--- config.mk ---
export PLATFORM = sky130hd
export DESIGN_NAME = axi_dma_burst_scheduler
export DESIGN_NICKNAME = d
export VERILOG_FILES = /design/src/rtl/axi_dma_sched_pkg.sv /design/src/rtl/axi_dma_rr_arbiter.sv /design/src/rtl/axi_dma_burst_scheduler.sv
export SDC_FILE = /design/constraint.sdc
export NUM_CORES = 2
export LEC_CHECK = 0
export CORE_ASPECT_RATIO = 0.7
export CORE_MARGIN = 10
export CORE_UTILIZATION = 45
export CTS_BUF_LIST = sky130_fd_sc_hd__clkbuf_8
export DETAILED_ROUTE_END_ITERATION = 7
export PLACE_DENSITY = 0.67
export RECOVER_POWER = 25
export SYNTH_ARGS = -nofsm -noshare
export SYNTH_HDL_FRONTEND = slang
export SYNTH_HIERARCHICAL = 1
export SYNTH_SLANG_ARGS = --single-unit
--- constraint.sdc ---
create_clock -name clk -period 10.8 [get_ports clk]
set_input_delay 2.16 -clock clk [delete_from_list [all_inputs] [get_ports clk]]
set_output_delay 2.16 -clock clk [all_outputs]
set_load 0.01 [all_outputs]
--- src/rtl/axi_dma_sched_pkg.sv ---
// rtl/axi_dma_sched_pkg.sv - shared types and helpers for the AXI DMA burst scheduler
// Purpose: burst-type enum, 4 KB constant, channel slot and burst descriptor
//          structs, and the bytes-to-4KB-boundary helper.
// Ports:   none (package).
// Note:    struct field widths follow SCHED_ADDR_WD / SCHED_LEN_WD, which are
//          also the defaults of the scheduler's ADDR_WD / LEN_WD parameters.
package axi_dma_sched_pkg;

  localparam int AXI_4K_BYTES  = 4096;
  localparam int SCHED_ADDR_WD = 32;
  localparam int SCHED_LEN_WD  = 16;

  typedef enum logic [1:0] {
    BURST_FIXED = 2'b00,
    BURST_INCR  = 2'b01,
    BURST_WRAP  = 2'b10
  } burst_e;

  typedef struct packed {
    logic [SCHED_ADDR_WD-1:0] src;
    logic [SCHED_ADDR_WD-1:0] dst;
    logic [SCHED_LEN_WD-1:0]  remaining;
    logic [2:0]               size;
    burst_e                   burst;
    logic                     full;
  } chan_slot_t;

  typedef struct packed {
    logic [SCHED_ADDR_WD-1:0] src;
    logic [SCHED_ADDR_WD-1:0] dst;
    logic [7:0]               len;
    logic [2:0]               size;
    burst_e                   burst;
    logic                     last;
  } burst_desc_t;

  // WRAP and the reserved encoding are carried as INCR from accept onwards.
  function automatic burst_e norm_burst(input logic [1:0] b);
    return (b == 2'b00) ? BURST_FIXED : BURST_INCR;
  endfunction

  // Beats of 2**size bytes that fit before the next 4 KB boundary.
  function automatic logic [12:0] beats_to_4k(input logic [11:0] off,
                                              input logic [2:0]  size);
    logic [12:0] bytes;
    bytes = 13'(AXI_4K_BYTES) - {1'b0, off};
    return bytes >> size;
  endfunction

endpackage

--- src/rtl/axi_dma_rr_arbiter.sv ---
// rtl/axi_dma_rr_arbiter.sv - round-robin request picker
// Purpose: grants the first asserted request at or after ptr, wrapping modulo N.
// Ports:   req   - request vector
//          ptr   - search start index (must be < N)
//          gnt   - one-hot grant
//          idx   - granted index
//          found - any request asserted
module axi_dma_rr_arbiter #(
  parameter int N      = 8,
  parameter int IDX_WD = 3
) (
  input  logic [N-1:0]      req,
  input  logic [IDX_WD-1:0] ptr,
  output logic [N-1:0]      gnt,
  output logic [IDX_WD-1:0] idx,
  output logic              found
);

  int j;

  always_comb begin
    gnt   = '0;
    idx   = '0;
    found = 1'b0;
    j     = 0;
    for (int k = 0; k < N; k++) begin
      j = int'(ptr) + k;
      if (j >= N) j = j - N;
      if (!found && req[j]) begin
        found  = 1'b1;
        gnt[j] = 1'b1;
        idx    = IDX_WD'(j);
      end
    end
  end

endmodule

--- src/rtl/axi_dma_burst_scheduler.sv ---
// rtl/axi_dma_burst_scheduler.sv - multi-channel DMA command to AXI burst splitter
// Purpose: holds one command per channel, grants one burst per channel
//          round-robin, and cuts each command into bursts of at most
//          MAX_BURST_LEN beats that never cross a 4 KB boundary.
// Ports:   clk, rst (async, active-low)
//          cmd_*      - per-channel command slots, cmd_ready = slot empty
//          bst_*      - burst descriptor stream (valid/ready)
//          chan_done  - one-cycle pulse when a channel's last burst is taken
//          chan_prio  - per-channel high-priority flag (AXI_DMA_SCHED_PRIO_EN only)
// Option:  AXI_DMA_SCHED_PRIO_EN - strict two-class priority, each class round-robin.
module axi_dma_burst_scheduler
  import axi_dma_sched_pkg::*;
#(
  parameter int ADDR_WD       = SCHED_ADDR_WD,
  parameter int CHANNEL_COUNT = 8,
  parameter int MAX_BURST_LEN = 16,
  parameter int LEN_WD        = SCHED_LEN_WD,
  parameter int CH_WD         = (CHANNEL_COUNT > 1) ? $clog2(CHANNEL_COUNT) : 1
) (
  input  logic                          clk,
  input  logic                          rst,
  input  logic [CHANNEL_COUNT-1:0]         cmd_valid,
  input  logic [CHANNEL_COUNT*ADDR_WD-1:0] cmd_src_addr,
  input  logic [CHANNEL_COUNT*ADDR_WD-1:0] cmd_dst_addr,
  input  logic [CHANNEL_COUNT*2-1:0]       cmd_burst,
  input  logic [CHANNEL_COUNT*LEN_WD-1:0]  cmd_len,
  input  logic [CHANNEL_COUNT*3-1:0]       cmd_size,
  output logic [CHANNEL_COUNT-1:0]         cmd_ready,
`ifdef AXI_DMA_SCHED_PRIO_EN
  input  logic [CHANNEL_COUNT-1:0]         chan_prio,
`endif
  output logic                          bst_valid,
  input  logic                          bst_ready,
  output logic [CH_WD-1:0]              bst_chan,
  output logic [ADDR_WD-1:0]            bst_src_addr,
  output logic [ADDR_WD-1:0]            bst_dst_addr,
  output logic [7:0]                    bst_len,
  output logic [2:0]                    bst_size,
  output logic [1:0]                    bst_burst,
  output logic                          bst_last,
  output logic [CHANNEL_COUNT-1:0]      chan_done
);

  typedef enum logic [1:0] {S_IDLE, S_CALC, S_ISSUE} state_e;

  state_e                   state_q, state_d;
  chan_slot_t               slot_q [CHANNEL_COUNT];
  logic [CHANNEL_COUNT-1:0] full_vec;
  logic [CH_WD-1:0]         grant_q;
  logic [CHANNEL_COUNT-1:0] grant_oh_q;
  logic [8:0]               beats_q;
  burst_desc_t              desc_q;
  burst_desc_t              calc_desc;
  logic [8:0]               beats_c;
  logic [12:0]              src_room;
  logic [12:0]              dst_room;
  logic                     bst_valid_q;
  logic [CHANNEL_COUNT-1:0] done_q;
  logic                     bst_hs;

  logic                     arb_any;
  logic [CH_WD-1:0]         arb_idx;
  logic [CHANNEL_COUNT-1:0] arb_gnt;

  function automatic logic [CH_WD-1:0] ptr_after(input logic [CH_WD-1:0] idx);
    return (int'(idx) >= CHANNEL_COUNT - 1) ? '0 : idx + CH_WD'(1);
  endfunction

  always_comb begin
    full_vec = '0;
    for (int i = 0; i < CHANNEL_COUNT; i++) full_vec[i] = slot_q[i].full;
  end

  // Registered slot state, so a slot freed this cycle cannot be refilled
  // until the next one.
  assign cmd_ready = ~full_vec;

  // ---------------------------------------------------------------- arbitration
`ifdef AXI_DMA_SCHED_PRIO_EN
  logic [CH_WD-1:0]         rr_hi_q, rr_lo_q;
  logic [CHANNEL_COUNT-1:0] gnt_hi, gnt_lo;
  logic [CH_WD-1:0]         idx_hi, idx_lo;
  logic                     any_hi, any_lo;

  axi_dma_rr_arbiter #(.N(CHANNEL_COUNT), .IDX_WD(CH_WD)) u_arb_hi (
    .req(full_vec & chan_prio), .ptr(rr_hi_q), .gnt(gnt_hi), .idx(idx_hi), .found(any_hi)
  );
  axi_dma_rr_arbiter #(.N(CHANNEL_COUNT), .IDX_WD(CH_WD)) u_arb_lo (
    .req(full_vec & ~chan_prio), .ptr(rr_lo_q), .gnt(gnt_lo), .idx(idx_lo), .found(any_lo)
  );

  assign arb_any = any_hi | any_lo;
  assign arb_gnt = any_hi ? gnt_hi : gnt_lo;
  assign arb_idx = any_hi ? idx_hi : idx_lo;

  always_ff @(posedge clk or negedge rst) begin
    if (!rst) begin
      rr_hi_q <= '0;
      rr_lo_q <= '0;
    end else if (state_q == S_IDLE) begin
      if (any_hi)      rr_hi_q <= ptr_after(idx_hi);
      else if (any_lo) rr_lo_q <= ptr_after(idx_lo);
    end
  end
`else
  logic [CH_WD-1:0] rr_ptr_q;

  axi_dma_rr_arbiter #(.N(CHANNEL_COUNT), .IDX_WD(CH_WD)) u_arb (
    .req(full_vec), .ptr(rr_ptr_q), .gnt(arb_gnt), .idx(arb_idx), .found(arb_any)
  );

  always_ff @(posedge clk or negedge rst) begin
    if (!rst) begin
      rr_ptr_q <= '0;
    end else if (state_q == S_IDLE && arb_any) begin
      rr_ptr_q <= ptr_after(arb_idx);
    end
  end
`endif

  // ---------------------------------------------------------------- FSM
  always_ff @(posedge clk or negedge rst) begin
    if (!rst) state_q <= S_IDLE;
    else      state_q <= state_d;
  end

  always_comb begin
    state_d = state_q;
    case (state_q)
      S_IDLE:  if (arb_any)   state_d = S_CALC;
      S_CALC:                 state_d = S_ISSUE;
      S_ISSUE: if (bst_ready) state_d = S_IDLE;
      default:                state_d = S_IDLE;
    endcase
  end

  // ---------------------------------------------------------------- burst sizing
  always_comb begin
    src_room = beats_to_4k(slot_q[grant_q].src[11:0], slot_q[grant_q].size);
    dst_room = beats_to_4k(slot_q[grant_q].dst[11:0], slot_q[grant_q].size);
    beats_c  = (slot_q[grant_q].remaining > LEN_WD'(MAX_BURST_LEN)) ?
               9'(MAX_BURST_LEN) : 9'(slot_q[grant_q].remaining);
    if (slot_q[grant_q].burst != BURST_FIXED) begin
      if ({4'b0, beats_c} > src_room) beats_c = src_room[8:0];
      if ({4'b0, beats_c} > dst_room) beats_c = dst_room[8:0];
    end
    // A misaligned address within one beat of a boundary yields zero room;
    // still move one beat so the channel always makes progress.
    if (beats_c == '0) beats_c = 9'd1;

    calc_desc.src   = slot_q[grant_q].src;
    calc_desc.dst   = slot_q[grant_q].dst;
    calc_desc.len   = 8'(beats_c - 9'd1);
    calc_desc.size  = slot_q[grant_q].size;
    calc_desc.burst = slot_q[grant_q].burst;
    calc_desc.last  = (slot_q[grant_q].remaining == LEN_WD'(beats_c));
  end

  assign bst_hs = bst_valid_q && bst_ready;

  // ---------------------------------------------------------------- datapath
  always_ff @(posedge clk or negedge rst) begin
    if (!rst) begin
      for (int i = 0; i < CHANNEL_COUNT; i++) slot_q[i] <= '0;
      grant_q     <= '0;
      grant_oh_q  <= '0;
      beats_q     <= '0;
      desc_q      <= '0;
      bst_valid_q <= 1'b0;
      done_q      <= '0;
    end else begin
      done_q <= '0;

      for (int i = 0; i < CHANNEL_COUNT; i++) begin
        if (cmd_valid[i] && !slot_q[i].full) begin
          if (cmd_len[i*LEN_WD +: LEN_WD] == '0) begin
            done_q[i] <= 1'b1;
          end else begin
            slot_q[i].src       <= cmd_src_addr[i*ADDR_WD +: ADDR_WD];
            slot_q[i].dst       <= cmd_dst_addr[i*ADDR_WD +: ADDR_WD];
            slot_q[i].remaining <= cmd_len[i*LEN_WD +: LEN_WD];
            slot_q[i].size      <= cmd_size[i*3 +: 3];
            slot_q[i].burst     <= norm_burst(cmd_burst[i*2 +: 2]);
            slot_q[i].full      <= 1'b1;
          end
        end else if (bst_hs && grant_oh_q[i]) begin
          slot_q[i].remaining <= slot_q[i].remaining - LEN_WD'(beats_q);
          if (slot_q[i].burst != BURST_FIXED) begin
            slot_q[i].src <= slot_q[i].src + (ADDR_WD'(beats_q) << slot_q[i].size);
            slot_q[i].dst <= slot_q[i].dst + (ADDR_WD'(beats_q) << slot_q[i].size);
          end
          if (desc_q.last) begin
            slot_q[i].full <= 1'b0;
            done_q[i]      <= 1'b1;
          end
        end
      end

      case (state_q)
        S_IDLE: begin
          if (arb_any) begin
            grant_q    <= arb_idx;
            grant_oh_q <= arb_gnt;
          end
        end
        S_CALC: begin
          desc_q      <= calc_desc;
          beats_q     <= beats_c;
          bst_valid_q <= 1'b1;
        end
        S_ISSUE: begin
          if (bst_ready) bst_valid_q <= 1'b0;
        end
        default: ;
      endcase
    end
  end

  assign bst_valid    = bst_valid_q;
  assign bst_chan     = grant_q;
  assign bst_src_addr = desc_q.src;
  assign bst_dst_addr = desc_q.dst;
  assign bst_len      = desc_q.len;
  assign bst_size     = desc_q.size;
  assign bst_burst    = desc_q.burst;
  assign bst_last     = desc_q.last;
  assign chan_done    = done_q;

endmodule

### Clock network drawn from the DEF

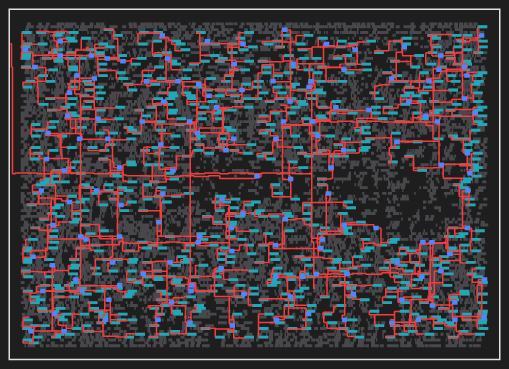
Blue stands for cells driving clock nets, count 143. Cyan stands for flip-flops, count 791. Red stands for clock wires, length 14300 um.
There are 144 routed clock nets. Position of the flops: all over the die.

### Cell outlines without signal wires

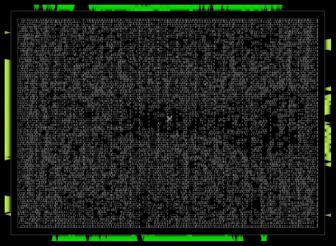
Row Count: 113
Core Footprint: 0.136 sq mm

### Wiring heat map

23 x 17 tiles, from dark blue (low) to red (high), scaled to the fullest tile. Values are wire area over tile area, all layers added.
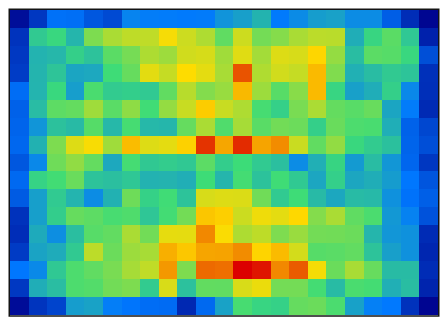
The densest ninth of the die: south. 50% of the tiles are over half the peak. 0.50% of the tiles are nearly empty. The mean over all tiles is 0.42. The fullest tile reaches 0.87.

### Where the registers sit

The bar under the picture is 100 um long. Other sequential cells in the stronger gray, the rest of the logic in the fainter gray.
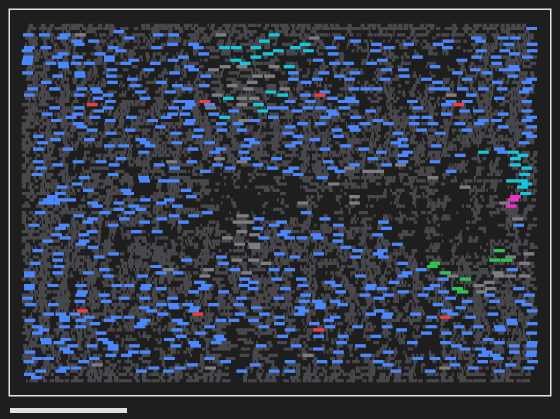
Red stands for `full_vec`, sequential cells 8. Blue stands for `slot_q`, sequential cells 672, where all over the die. Cyan stands for `bst_dst_addr`, sequential cells 32. Magenta stands for `bst_size`, sequential cells 3. Green stands for `beats_q`, sequential cells 9.
Another 67 sequential cells are not colored.

==> impl_metrics.env <==
# physical design summary
export IMPL_netlist_logic_family_top="AND-OR/OR-AND gates"
export IMPL_drv_slew=472
export IMPL_seqPwrFrac_pct=27.8
export IMPL_clkTransAtPathRegs_ns=0.07
export IMPL_startpoint_type="register"
export IMPL_seqAreaFraction_pct=26.6
export IMPL_top_register="slot_q"
export IMPL_max_cap_violations=6
export IMPL_fa_ha_area_share_pct=8.03
export IMPL_signal_buffers=923
export IMPL_path_delay_family="AND-OR/OR-AND gates"
export IMPL_reg2reg_from="bst_chan[0]$_DFFE_PN0P_"
export IMPL_cts_setup_buffers=0
export IMPL_insertion_delay_ns=0.96
export IMPL_p_int_mw=12.8
export IMPL_drc=4
export IMPL_nNonClkInverters=310
export IMPL_dr_pass1_iters=8
export IMPL_pg_clk_mw=3.07
export IMPL_cts_buffers=143
export IMPL_stdcell_count=9915
export IMPL_synth_avg_cell_area_sq_um=8.51
export IMPL_fin_tns_setup_ns=0
export IMPL_highest_layer="met5"
export IMPL_wl_met2_um=125000
export IMPL_dpl_hpwl_um=281000
export IMPL_wl_per_cell_um=35.1
export IMPL_routed_wl_met3_um=63000
export IMPL_edf_count=0
export IMPL_wl_um=348000
export IMPL_fmax_ghz=0.0988
export IMPL_synth_area_leader_cell="dfrtp_1"
export IMPL_diodes=48
export IMPL_sw_frac_of_total_pct=53.9
export IMPL_clock_skew_ns=0.0524
export IMPL_largest_class="combinational gates"
export IMPL_die_w_um=463
export IMPL_grt_max_degree=147
export IMPL_top_cells_by_count="nand2_1, dfrtp_1, nor2_1, o21ai_0, a21oi_1"
export IMPL_powerDensity_mw_per_mm2=373
export IMPL_cp_num_buf_inv=3
export IMPL_nNetsFinal=8993
export IMPL_wl_met1_um=143000
export IMPL_dp_cells=9615
export IMPL_status="complete, but fails checks"
export IMPL_violations="design-rule violations, max-capacitance violations, max-slew violations"
export IMPL_grt_pass1_wl_um=472000
export IMPL_place_ws_ns=1.02
export IMPL_drive_above_1_share_pct=7.89
export IMPL_first_global_vias=60339
export IMPL_grt_usage_pct=43.2
export IMPL_mostFrequentLayoutCell="nand2_1"
export IMPL_cp_depth=39
export IMPL_design_area_sq_mm=0.0745
export IMPL_antenna_found_initial=65
export IMPL_logic_gate_count=5751
export IMPL_post_route_period_util_pct=93.7
